==> config.mk <==
export PLATFORM = sky130hd
export DESIGN_NAME = pipeline_stage_if
export DESIGN_NICKNAME = d
export VERILOG_FILES = /design/src/rtl/pipeline_stage_if.sv
export SDC_FILE = /design/constraint.sdc
export NUM_CORES = 1
export LEC_CHECK = 0
export CAP_MARGIN = 20
export CORE_UTILIZATION = 55
export DETAILED_ROUTE_END_ITERATION = 10
export GPL_TIMING_DRIVEN = 0
export PLACE_DENSITY = 0.82
export RECOVER_POWER = 50
export SYNTH_ARGS = -nofsm -noshare
export SYNTH_HDL_FRONTEND = slang
export SYNTH_SLANG_ARGS = --single-unit
==> constraint.sdc <==
create_clock -name clock -period 4.1 [get_ports clock]
set_clock_uncertainty 0.2 [all_clocks]
set_input_delay 0.82 -clock clock [delete_from_list [all_inputs] [get_ports clock]]
set_output_delay 0.82 -clock clock [all_outputs]
set_load 0.05 [all_outputs]
==> src/rtl/pipeline_stage_if.sv <==
// pipeline_stage_if: instruction-fetch stage owning the PC, fetching over
// a req/ready handshake and classifying each word for the IF/ID register.
//
// Ports:
//   clock, reset_n          rising-edge clock, async active-low reset
//   stall                   hold IF outputs and PC (ID hazard)
//   redirect, redirect_pc   taken branch/jump target; overrides stall
//   imem_req, imem_addr     fetch request and address (= PC)
//   imem_ready, imem_rdata  fetched word valid this cycle
//   ToIFID_Inst/NewPC/InstNum/InstType  IF/ID bundle (Inst 0 = bubble)
//
// Optional build macro IF_PERF_CNT_EN adds perf_fetch_cnt/perf_bubble_cnt.

module pipeline_stage_if #(
    parameter logic [31:0] RESET_PC = 32'h0000_0000,
    parameter int unsigned PC_STEP  = 4
) (
    input  logic        clock,
    input  logic        reset_n,
    input  logic        stall,
    input  logic        redirect,
    input  logic [31:0] redirect_pc,
    output logic        imem_req,
    output logic [31:0] imem_addr,
    input  logic        imem_ready,
    input  logic [31:0] imem_rdata,
    output logic [31:0] ToIFID_Inst,
    output logic [31:0] ToIFID_NewPC,
    output logic [3:0]  ToIFID_InstNum,
    output logic [3:0]  ToIFID_InstType
`ifdef IF_PERF_CNT_EN
    ,
    output logic [15:0] perf_fetch_cnt,
    output logic [15:0] perf_bubble_cnt
`endif
);

    typedef enum logic {
        FETCH = 1'b0,
        HOLD  = 1'b1
    } state_e;

    localparam logic [31:0] STEP = 32'(PC_STEP);

    state_e      state_q, state_d;
    logic [31:0] pc_q, pc_d;
    logic [3:0]  cnt_q, cnt_d;

    logic [31:0] skid_inst_q, skid_inst_d;
    logic [31:0] skid_npc_q, skid_npc_d;
    logic [3:0]  skid_type_q, skid_type_d;

    logic [31:0] out_inst_q, out_inst_d;
    logic [31:0] out_npc_q, out_npc_d;
    logic [3:0]  out_num_q, out_num_d;
    logic [3:0]  out_type_q, out_type_d;

    logic [31:0] pc_next;
    logic [3:0]  rdata_type;

    function automatic logic [3:0] classify(input logic [31:0] w);
        logic [3:0] t;
        if (w == 32'h0) begin
            t = 4'd0;
        end else begin
            unique case (w[31:26])
                6'h00:        t = 4'd1;
                6'h23:        t = 4'd2;
                6'h2B:        t = 4'd3;
                6'h04, 6'h05: t = 4'd4;
                6'h02, 6'h03: t = 4'd5;
                6'h08, 6'h09, 6'h0A, 6'h0B,
                6'h0C, 6'h0D, 6'h0E, 6'h0F:
                              t = 4'd6;
                default:      t = 4'd15;
            endcase
        end
        return t;
    endfunction

    assign pc_next    = pc_q + STEP;
    assign rdata_type = classify(imem_rdata);

    always_comb begin
        state_d     = state_q;
        pc_d        = pc_q;
        cnt_d       = cnt_q;
        skid_inst_d = skid_inst_q;
        skid_npc_d  = skid_npc_q;
        skid_type_d = skid_type_q;
        out_inst_d  = out_inst_q;
        out_npc_d   = out_npc_q;
        out_num_d   = out_num_q;
        out_type_d  = out_type_q;

        if (redirect) begin
            // Memory response in this cycle belongs to the wrong path.
            state_d     = FETCH;
            pc_d        = redirect_pc;
            skid_inst_d = 32'h0;
            skid_npc_d  = 32'h0;
            skid_type_d = 4'd0;
            out_inst_d  = 32'h0;
            out_type_d  = 4'd0;
        end else begin
            unique case (state_q)
                FETCH: begin
                    if (imem_ready) begin
                        pc_d = pc_next;
                        if (stall) begin
                            // Park the word; ID is not taking anything.
                            skid_inst_d = imem_rdata;
                            skid_npc_d  = pc_next;
                            skid_type_d = rdata_type;
                            state_d     = HOLD;
                        end else begin
                            out_inst_d = imem_rdata;
                            out_npc_d  = pc_next;
                            out_num_d  = cnt_q;
                            out_type_d = rdata_type;
                            cnt_d      = cnt_q + 4'd1;
                        end
                    end else if (!stall) begin
                        out_inst_d = 32'h0;
                        out_type_d = 4'd0;
                    end
                end
                HOLD: begin
                    if (!stall) begin
                        out_inst_d = skid_inst_q;
                        out_npc_d  = skid_npc_q;
                        out_num_d  = cnt_q;
                        out_type_d = skid_type_q;
                        cnt_d      = cnt_q + 4'd1;
                        state_d    = FETCH;
                    end
                end
                default: begin
                    state_d = FETCH;
                end
            endcase
        end
    end

    always_ff @(posedge clock or negedge reset_n) begin
        if (!reset_n) begin
            state_q     <= FETCH;
            pc_q        <= RESET_PC;
            cnt_q       <= 4'd0;
            skid_inst_q <= 32'h0;
            skid_npc_q  <= 32'h0;
            skid_type_q <= 4'd0;
            out_inst_q  <= 32'h0;
            out_npc_q   <= 32'h0;
            out_num_q   <= 4'd0;
            out_type_q  <= 4'd0;
        end else begin
            state_q     <= state_d;
            pc_q        <= pc_d;
            cnt_q       <= cnt_d;
            skid_inst_q <= skid_inst_d;
            skid_npc_q  <= skid_npc_d;
            skid_type_q <= skid_type_d;
            out_inst_q  <= out_inst_d;
            out_npc_q   <= out_npc_d;
            out_num_q   <= out_num_d;
            out_type_q  <= out_type_d;
        end
    end

    assign imem_req        = (state_q == FETCH);
    assign imem_addr       = pc_q;
    assign ToIFID_Inst     = out_inst_q;
    assign ToIFID_NewPC    = out_npc_q;
    assign ToIFID_InstNum  = out_num_q;
    assign ToIFID_InstType = out_type_q;

`ifdef IF_PERF_CNT_EN
    logic        fire_deliver;
    logic        fire_bubble;
    logic [15:0] perf_fetch_q, perf_fetch_d;
    logic [15:0] perf_bubble_q, perf_bubble_d;

    // Mirrors the delivery/bubble decisions of the main next-state logic.
    always_comb begin
        fire_deliver = 1'b0;
        fire_bubble  = 1'b0;
        if (!stall) begin
            if (redirect) begin
                fire_bubble = 1'b1;
            end else if (state_q == HOLD) begin
                fire_deliver = 1'b1;
            end else if (imem_ready) begin
                fire_deliver = 1'b1;
            end else begin
                fire_bubble = 1'b1;
            end
        end
    end

    always_comb begin
        perf_fetch_d  = perf_fetch_q;
        perf_bubble_d = perf_bubble_q;
        if (fire_deliver && (perf_fetch_q != 16'hFFFF)) begin
            perf_fetch_d = perf_fetch_q + 16'd1;
        end
        if (fire_bubble && (perf_bubble_q != 16'hFFFF)) begin
            perf_bubble_d = perf_bubble_q + 16'd1;
        end
    end

    always_ff @(posedge clock or negedge reset_n) begin
        if (!reset_n) begin
            perf_fetch_q  <= 16'h0;
            perf_bubble_q <= 16'h0;
        end else begin
            perf_fetch_q  <= perf_fetch_d;
            perf_bubble_q <= perf_bubble_d;
        end
    end

    assign perf_fetch_cnt  = perf_fetch_q;
    assign perf_bubble_cnt = perf_bubble_q;
`endif

endmodule

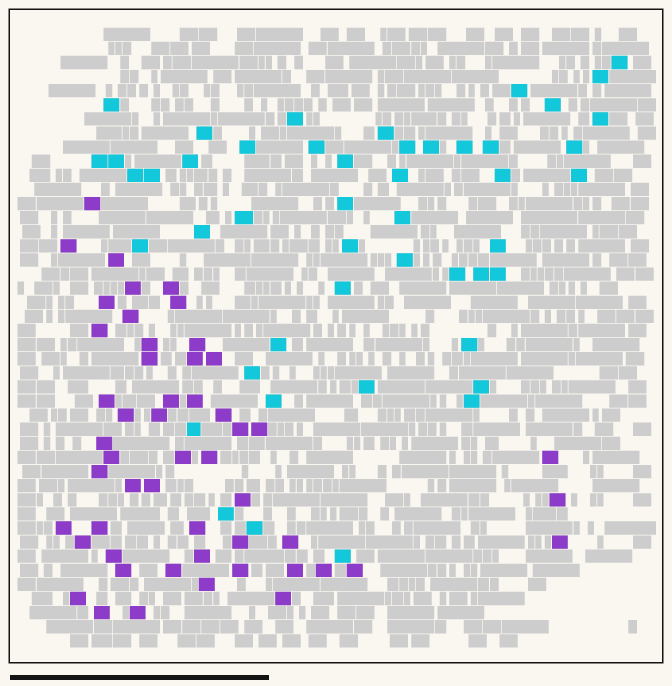
Run 1: selected gate families
The bar under the picture is 50 µm long.
purple -> XOR/XNOR gates  # cells 52
cyan -> AND-OR and OR-AND gates  # cells 48

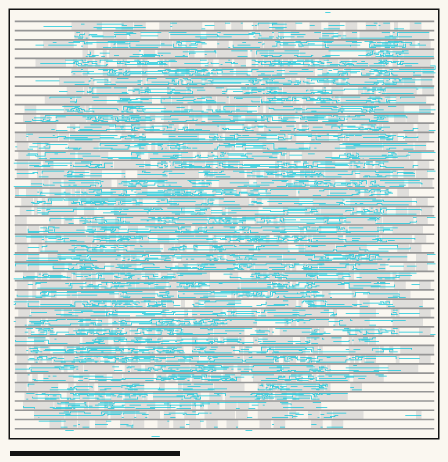
Run 1: M1 wires
The bar under the picture is 50 µm long. Supply wires on this layer in grey.
longest straight run = 44.6 µm
wire length on this layer = 10800 µm
nets with wire on the layer = 1039
main direction = horizontal

==> results.txt, run 1 <==
flow finished, numbers: status complete, but fails checks, failing checks max-capacitance violations, max-slew violations, Port Buffers 171, max_cap viols 1, Main power group sequential cells, Buf+Inv Stages, Crit Path 3, pins over their slew limit 76, fillers about 1100, comb_multi_in 648, Adders+Majority by Area less than 1%, post-CTS resize count 0, buffer share of cell area 18.6%, Post-CTS Setup Bufs 0, Final Cycle Share 83.7%, Final Cell Area 0.0109 mm², post-route setup slack 0.667 ns, PwrDens between 400 and 500 mW/mm², critical path's top delay family buffers and inverters, Synth async-reset ratio 100%, Detailed Place HPWL 17.7 mm, endpoints failing setup 0, Cell Type Count 53, synthesis warning total 0, Fin. Hold Viols 0, area delta synth->final 30.0%, CTS tree built, Routed Antenna Nets 0, Congestion Overflow GR 0, slew margin rel. -30.8%, number of clock sinks between 150 and 200, Slew @ Worst Pin around 2.0 ns, via count 7897, type of origin of the critical path flop, clk slew on worst S/H paths 0.06 ns, logic gate share of total power 26.0%, initial antenna violation count 2, dpl ws 0.875 ns, first-pass GRT wire length 40.2 mm, setup TNS 0 ns, cell with the most instances after synthesis dfrtp_1, Mapped Area approximately 0.0084 mm², P_comb 1.29 mW, Power Internal 3.31 mW, XOR Share, Synth 5.41%, chip height 126 µm, Worst R2R Setup Slack ~1.1 ns, clock buffer depth 2, Seq area share 40.5%, Core Rows 44, Seq. cell area 0.00443 mm², hold_ws 0.263 ns, Synth area leader dfrtp_1, syn nets about 1000, Core ar. 0.0148 mm², Sequential Power Share 41.8%, wire length per cell 19.3 µm, CTS hold repair buffers 0, dpl cell area about 0.010 mm², Most common reg cell dfrtp_1, number of clock buffers in the layout 24, Reg2Reg Depth 6, Top non-seq family simple AND/OR/NAND/NOR gates, mux frac, synth 1.41%, RSZ-0062 raised after global routing false, tap cell count 184, capture point of the worst path imem_req, I/O pins ~170, Biggest Area Class registers, flip-flops with a built-in enable 0, synth cell count leaders dfrtp_1, nand2_1, a21oi_1, R2R Path End skid_npc_q[16], critical path cell sequence inv_2, clkbuf_1, clkdlybuf4s50_1, critical path depth 3, Compound Share, Synth 16.8%, number of global-route vias before repair roughly 7600, drt pass-1 iters 5, Root Buffer clkbuf_16, register share after synthesis 52.6%, Die Area 0.0158 mm², Tmin final 3.43 ns, # Cells Yosys 902
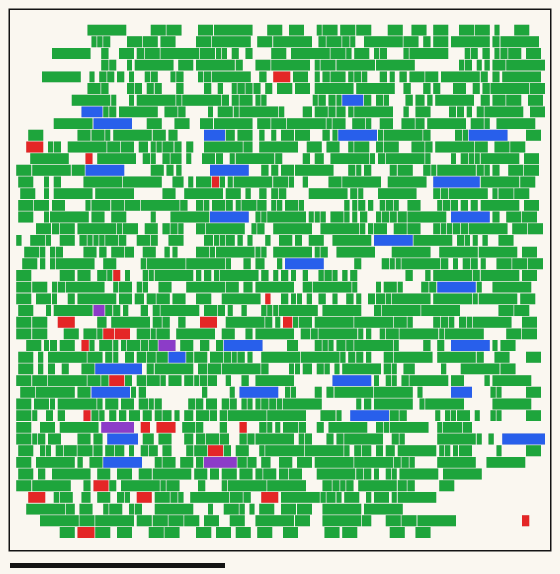
Run 1: cells by drive strength
The bar under the picture is 50 µm long.
green -> _0 and _1 cells  # cells 1050, share 95%, most used dfrtp_1
blue -> _6 and larger  # cells 26, share 2.4%, most used clkbuf_16
purple -> _3 and _4 cells  # cells 4, share 0.36%, most used nor4_4
red -> _2 cells  # cells 24, share 2.2%, most used mux2_2

[run 1: worst min path at each step]
stage | start | to | slack, ns | depth (start not counted)
finish | skid_npc_q[18] | skid_npc_q[18] | 0.26 | 2
global route | ToIFID_InstNum[2] | ToIFID_InstNum[2] | 0.29 | 2
CTS | reset_n | ToIFID_InstNum[3] | 0.18 | 1
detailed placement | skid_npc_q[18] | skid_npc_q[18] | 0.25 | 2
global placement | skid_npc_q[18] | skid_npc_q[18] | 0.25 | 2
floorplan | skid_npc_q[18] | skid_npc_q[18] | 0.23 | 2
[run 1: per-layer routing]
metal	share of wire [%]	global-route usage (%)	wire, µm	vias up
li1	-	-	-	3558
met3	9.3	9.22	2320	42
met4	2.1	11.0	528	2
met2	45	48.6	11300	407
met5	0.044	0	11	-
met1	43	46.5	10800	3888
Run 1, track usage over the die:
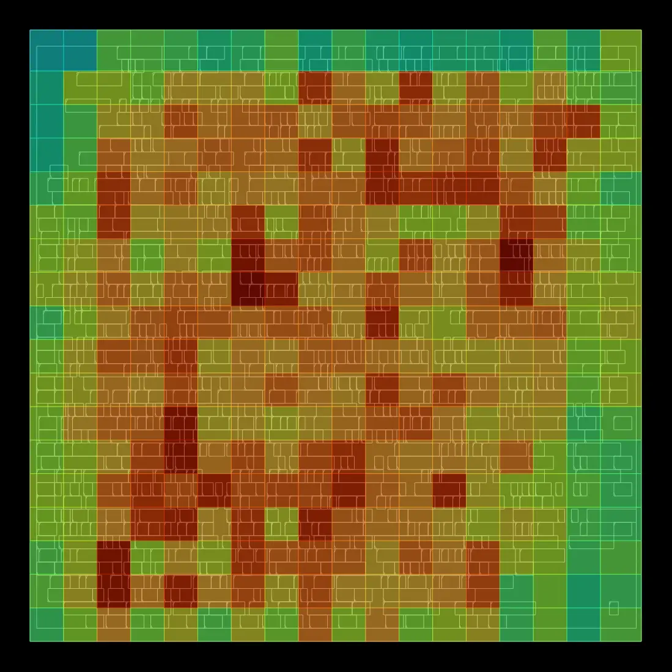

==> run 2, diff against run 1 <==
--- a/config.mk
+++ b/config.mk
@@ -6,10 +6,10 @@
 export NUM_CORES = 1
 export LEC_CHECK = 0
 export CAP_MARGIN = 20
-export CORE_UTILIZATION = 55
+export CORE_UTILIZATION = 47
 export DETAILED_ROUTE_END_ITERATION = 10
 export GPL_TIMING_DRIVEN = 0
-export PLACE_DENSITY = 0.82
+export PLACE_DENSITY = 0.74
 export RECOVER_POWER = 50
 export SYNTH_ARGS = -nofsm -noshare
 export SYNTH_HDL_FRONTEND = slang
==> constraint.sdc (replaced) <==
create_clock -name clock -period 2.95 [get_ports clock]
set_clock_uncertainty 0.2 [all_clocks]
set_input_delay 0.59 -clock clock [delete_from_list [all_inputs] [get_ports clock]]
set_output_delay 0.59 -clock clock [all_outputs]
set_load 0.05 [all_outputs]
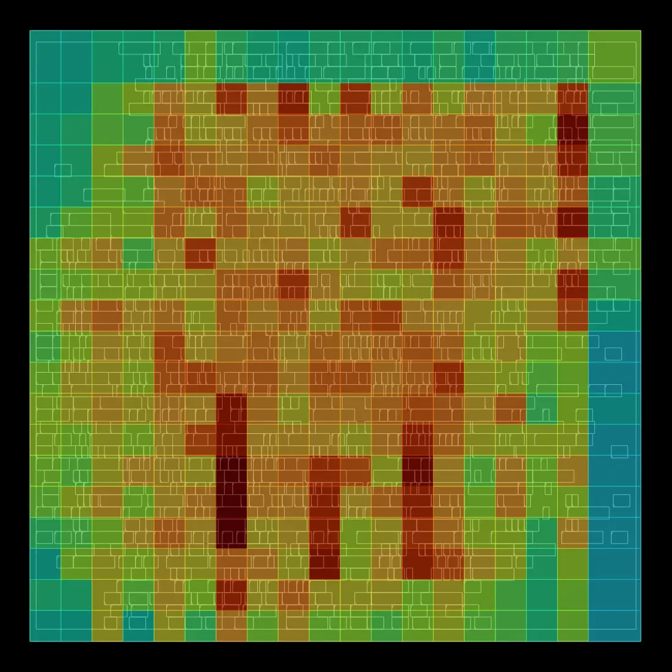
Run 2: track usage over the die
met3 Track Usage GR: 5.18%
All-Layer GR Usage: 27.6%
met2 usage in global routing: 41.4%

==> run 2 against run 1 <==
The run now ends clean. Critical path depth is the same. Hold slack gained 0.0076 ns. Combinational power is 39% higher. Synthesized cell count did not move. Clock-buffer cell count is 4 lower. Design area rose by 1.2%. Global-route usage decreased by 5.2 points. Largest power group unchanged. Highest routed layer unchanged.
==> results.txt, run 2 <==
flow finished, numbers: cell with the most instances after synthesis dfrtp_1, slew margin rel. 16.4%, post-route setup slack 0.0765 ns, flip-flops with a built-in enable 0, clock buffer depth 2, Most common reg cell dfrtp_1, Port Buffers 171, Hold Crit Depth 2, area delta synth->final 31.6%, Main power group sequential cells, RSZ-0062 raised after global routing false, Mapped Area 0.00842 mm², # Cells Yosys approximately 900, Worst R2R Setup Slack ~0.18 ns, Sequential Power Share 40.1%, Slew @ Worst Pin 1.25 ns, fillers approximately 1500, number of clock sinks 177, R2R Path End ToIFID_NewPC[20], number of global-route vias before repair 7219, logic gate share of total power 24.8%, Hold Path Origin skid_npc_q[17], mux frac, synth 1.41%, Tmin final 2.87 ns, Reg2Reg Depth 8, wire length per cell between 15 and 20 µm, synthesis warning total 0, max_cap viols 0, met3 routed WL roughly 1.7 mm, Core ar. 0.0174 mm², initial antenna violation count 1, setup TNS 0 ns, CTS tree built, WL met1 11.3 mm, Final Cell Area 0.0111 mm², endpoints failing setup 0, Compound Share, Synth 16.8%, Synth async-reset ratio 100%, hold_ws 0.270 ns, Fin. Hold Viols 0, Seq. cell area between 0.004 and 0.005 mm², metal2 WL ~11 mm, met1 usage 40.1%, pins over their slew limit 0, clk slew on worst S/H paths 0.06 ns, chip height around 140 µm, Root Buffer clkbuf_16, dpl ws -0.0998 ns, Detailed Place HPWL 17.9 mm, Final Cycle Share 97.4%, first-pass GRT wire length 38.7 mm, syn nets 973, Die Area about 0.018 mm², dpl cell area about 0.010 mm², Routed Antenna Nets 0, Top non-seq family simple AND/OR/NAND/NOR gates, status finished, final reports clean, Congestion Overflow GR 0, via count a little under 8000, drt pass-1 iters 5
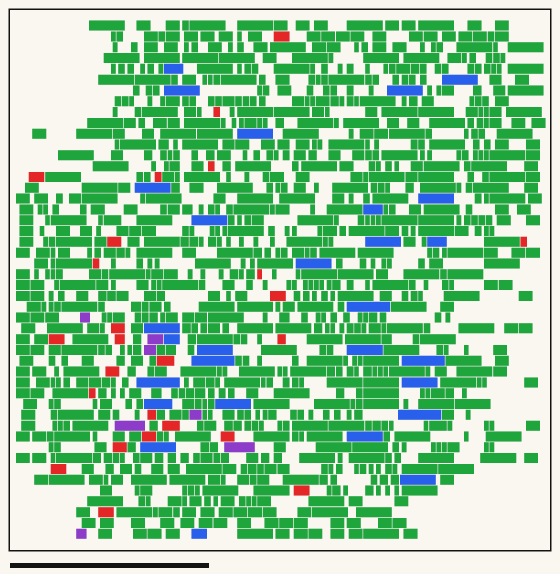
Run 2: cells by drive strength
The bar under the picture is 50 µm long.
purple -> _3 and _4 cells  # cells 7, share 0.63%
red -> _2 cells  # cells 25, share 2.3%, most used mux2_2
blue -> _6 and larger  # cells 28, share 2.5%, most used clkbuf_16
green -> _0 and _1 cells  # cells 1045, share 95%, most used dfrtp_1

[run 2: cell counts after synthesis]
Identical to the previous run, type by type.
[run 2: cell type report]
class | count | share of cell area (%)
buffer | 71 | 2.69
clock buffer | 20 | 4.21
clock inverter | 10 | 1.65
inverter | 6 | 0.203
multi-input combinational | 648 | 33.1
sequential | 177 | 40.0
tap | 225 | 2.54
timing repair buffer | 173 | 15.6
[run 2: worst max-delay path, cell delays in order, from the launching register on]
cell	delay, ns
dfrtp_1	0.44
inv_2	0.19
clkbuf_1	0.44
clkdlybuf4s15_1	0.57
[run 2: what timing repair did]
item	4_1_cts	5_1_grt
hold buffers	1	0
gates resized	1	2
endpoints found under the setup margin	1	2
endpoints found under the hold margin	10	0
gates cloned	0	0
Run 2, selected gate families:
The bar under the picture is 50 µm long.
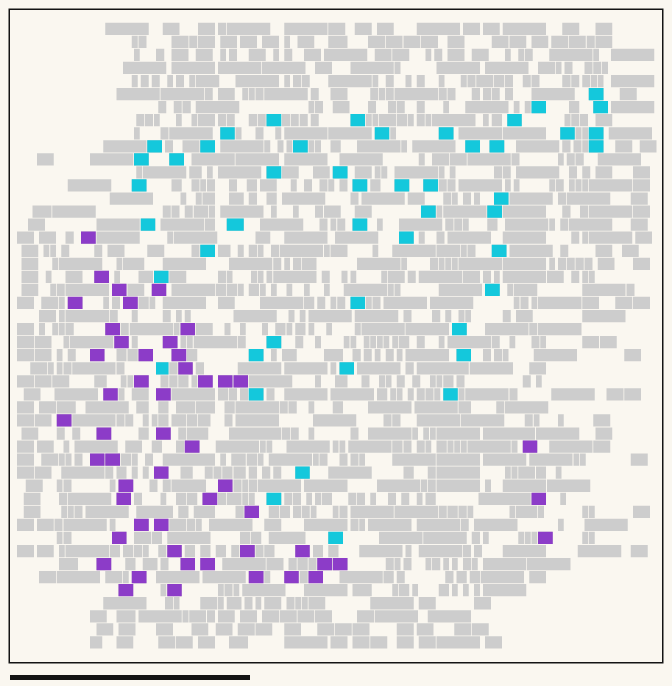

==> run 3, diff against run 2 <==
--- a/config.mk
+++ b/config.mk
@@ -10,7 +10,7 @@
 export DETAILED_ROUTE_END_ITERATION = 10
 export GPL_TIMING_DRIVEN = 0
 export PLACE_DENSITY = 0.74
-export RECOVER_POWER = 50
+export RECOVER_POWER = 25
 export SYNTH_ARGS = -nofsm -noshare
 export SYNTH_HDL_FRONTEND = slang
 export SYNTH_SLANG_ARGS = --single-unit
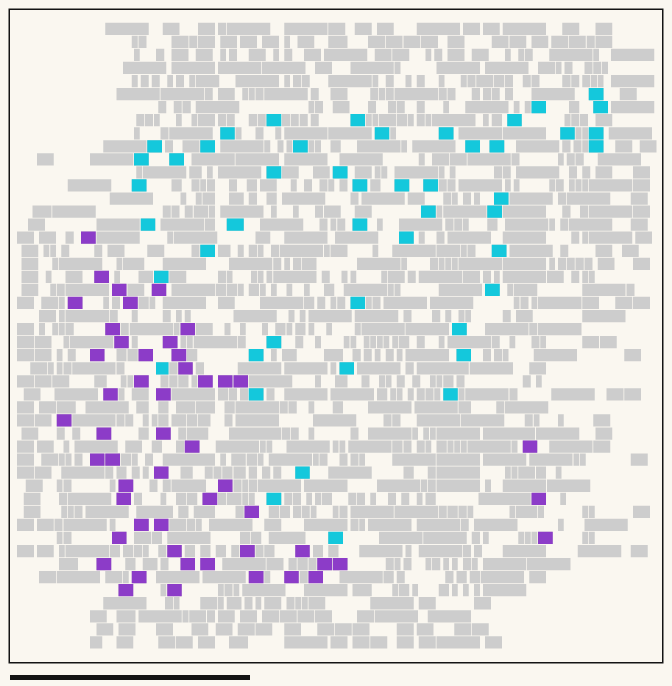
Run 3: selected gate families
The bar under the picture is 50 µm long.
purple -> XOR/XNOR gates  # cells 52
cyan -> AND-OR and OR-AND gates  # cells 48

==> run 3 against run 2 <==
Setup slack got worse by 0.0056 ns. Synthesized cell count is the same. Non-clock buffer count stayed put. Routed wire length up 0.10%. Register-to-register slack about the same. Global-route usage unchanged. Clock power is essentially flat.
==> results.txt, run 3 <==
flow finished, numbers: logic gate share of total power between 20% and 30%, clk slew on worst S/H paths 0.07 ns, Buf+Inv Stages, Crit Path 3, endpoints failing setup 0, dpl ws -0.0998 ns, metal2 WL 11.3 mm, critical path cell sequence inv_2, clkbuf_1, clkdlybuf4s15_1, Mapped Area 0.00842 mm², Highest Signal Layer met5, # Cells Yosys between 900 and 1000, Final Cycle Share 97.6%, clock buffer depth 2, Final Cell Area 0.0111 mm², Core ar. 0.0174 mm², slowest stage delay, CP between 0.5 and 0.6 ns, number of clock buffers in the layout 20, num sequential between 150 and 200, number of global-route vias before repair 7219, Detailed Place HPWL between 15 and 20 mm, Biggest Area Class registers, Logic inverters 6, via count 7731, setup TNS 0 ns, critical path's top delay family buffers and inverters, synthesis warning total 0, met2 usage in global routing 41.4%, first-pass GRT wire length about 39 mm, PwrDens 649 mW/mm², clk tree area frac between 5 and 6%, max_cap viols 0, crit path max fanout 10, Die Area 0.0185 mm², Core Rows about 48, Hold Crit Depth 2, syn nets roughly 1000, flip-flops with a built-in enable 0, Synth area leader dfrtp_1, Congestion Overflow GR 0, met3 Track Usage GR under 10%, post-CTS resize count 1, critical path depth 3, slew margin rel. roughly 17%, I/O pins 174, Hold Path Origin skid_npc_q[17], register share after synthesis between 50% and 60%, met3 routed WL 1.66 mm, cell with the most instances after synthesis dfrtp_1, area delta synth->final 31.7%, Comb area share 33.1%, CTS tree built, CP max-delay cell clkdlybuf4s15_1, Root Buffer clkbuf_16, switching share of total power 32.7%, CTS hold repair buffers 1, initial antenna violation count 1, Seq. cell area about 0.0044 mm², largest net degree at the start of global routing 93, Synth async-reset ratio 100%, RSZ-0062 raised after global routing false, tap cell count about 230, pins over their slew limit 0, All-Layer GR Usage 27.6%, comb_multi_in 648, Seq area share between 30% and 40%, post-route setup slack 0.0709 ns, Routed Antenna Nets 0, R2R Path End ToIFID_NewPC[20], fillers 1474, nonclk buf count 244, buffer share of cell area 18.3%, Worst R2R Setup Slack ~0.17 ns, capture point of the worst path imem_req, met1 usage 40.1%, Sequential Power Share approximately two fifths, final net count 1165, chip height 136 µm, Fin. Hold Viols 0, Power Internal 4.84 mW, Port Buffers 171, Most common reg cell dfrtp_1, Slew @ Worst Pin 1.25 ns, type of origin of the critical path flop, dpl cell area approximately 0.010 mm², status finished, final reports clean, Cell Type Count 53
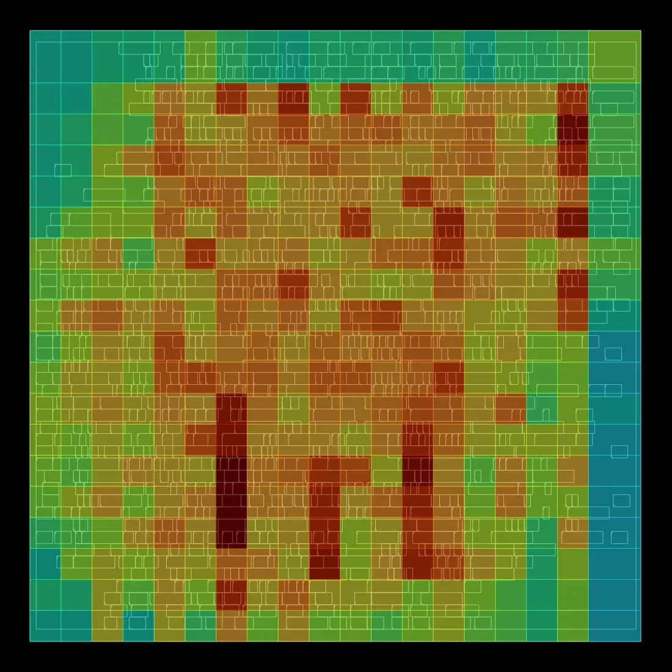
Run 3: track usage over the die
wire length per cell: 18.7 µm
GRT busiest layer: met2
final core utilization: 63.6%

==> run 3: power by group through the flow <==
stage | clock, mW | combinational, mW | sequential, mW
after detailed placement | 0 | 1.78 | 2.93
after global routing | 2.64 | 1.89 | 2.92
after CTS | 2.53 | 1.79 | 2.89
after floorplan | 0 | 0.486 | 3.49
final | 2.52 | 1.79 | 2.89
after global placement | 0 | 1.76 | 2.92
==> run 3: cells by family (layout without fill, tap and decap cells) <==
family	after synthesis	in the layout	share of synthesized area (%)
multiplexers	11	11	1.41
AND/OR/NAND/NOR	346	346	19.6
adder cells (fa/ha/maj)	2	2	0.297
buffers and inverters	77	280	3.83
flip-flops	177	177	52.6
AND-OR/OR-AND	237	237	16.8
XOR/XNOR	52	52	5.41
Power and IR drop assume default switching activity.
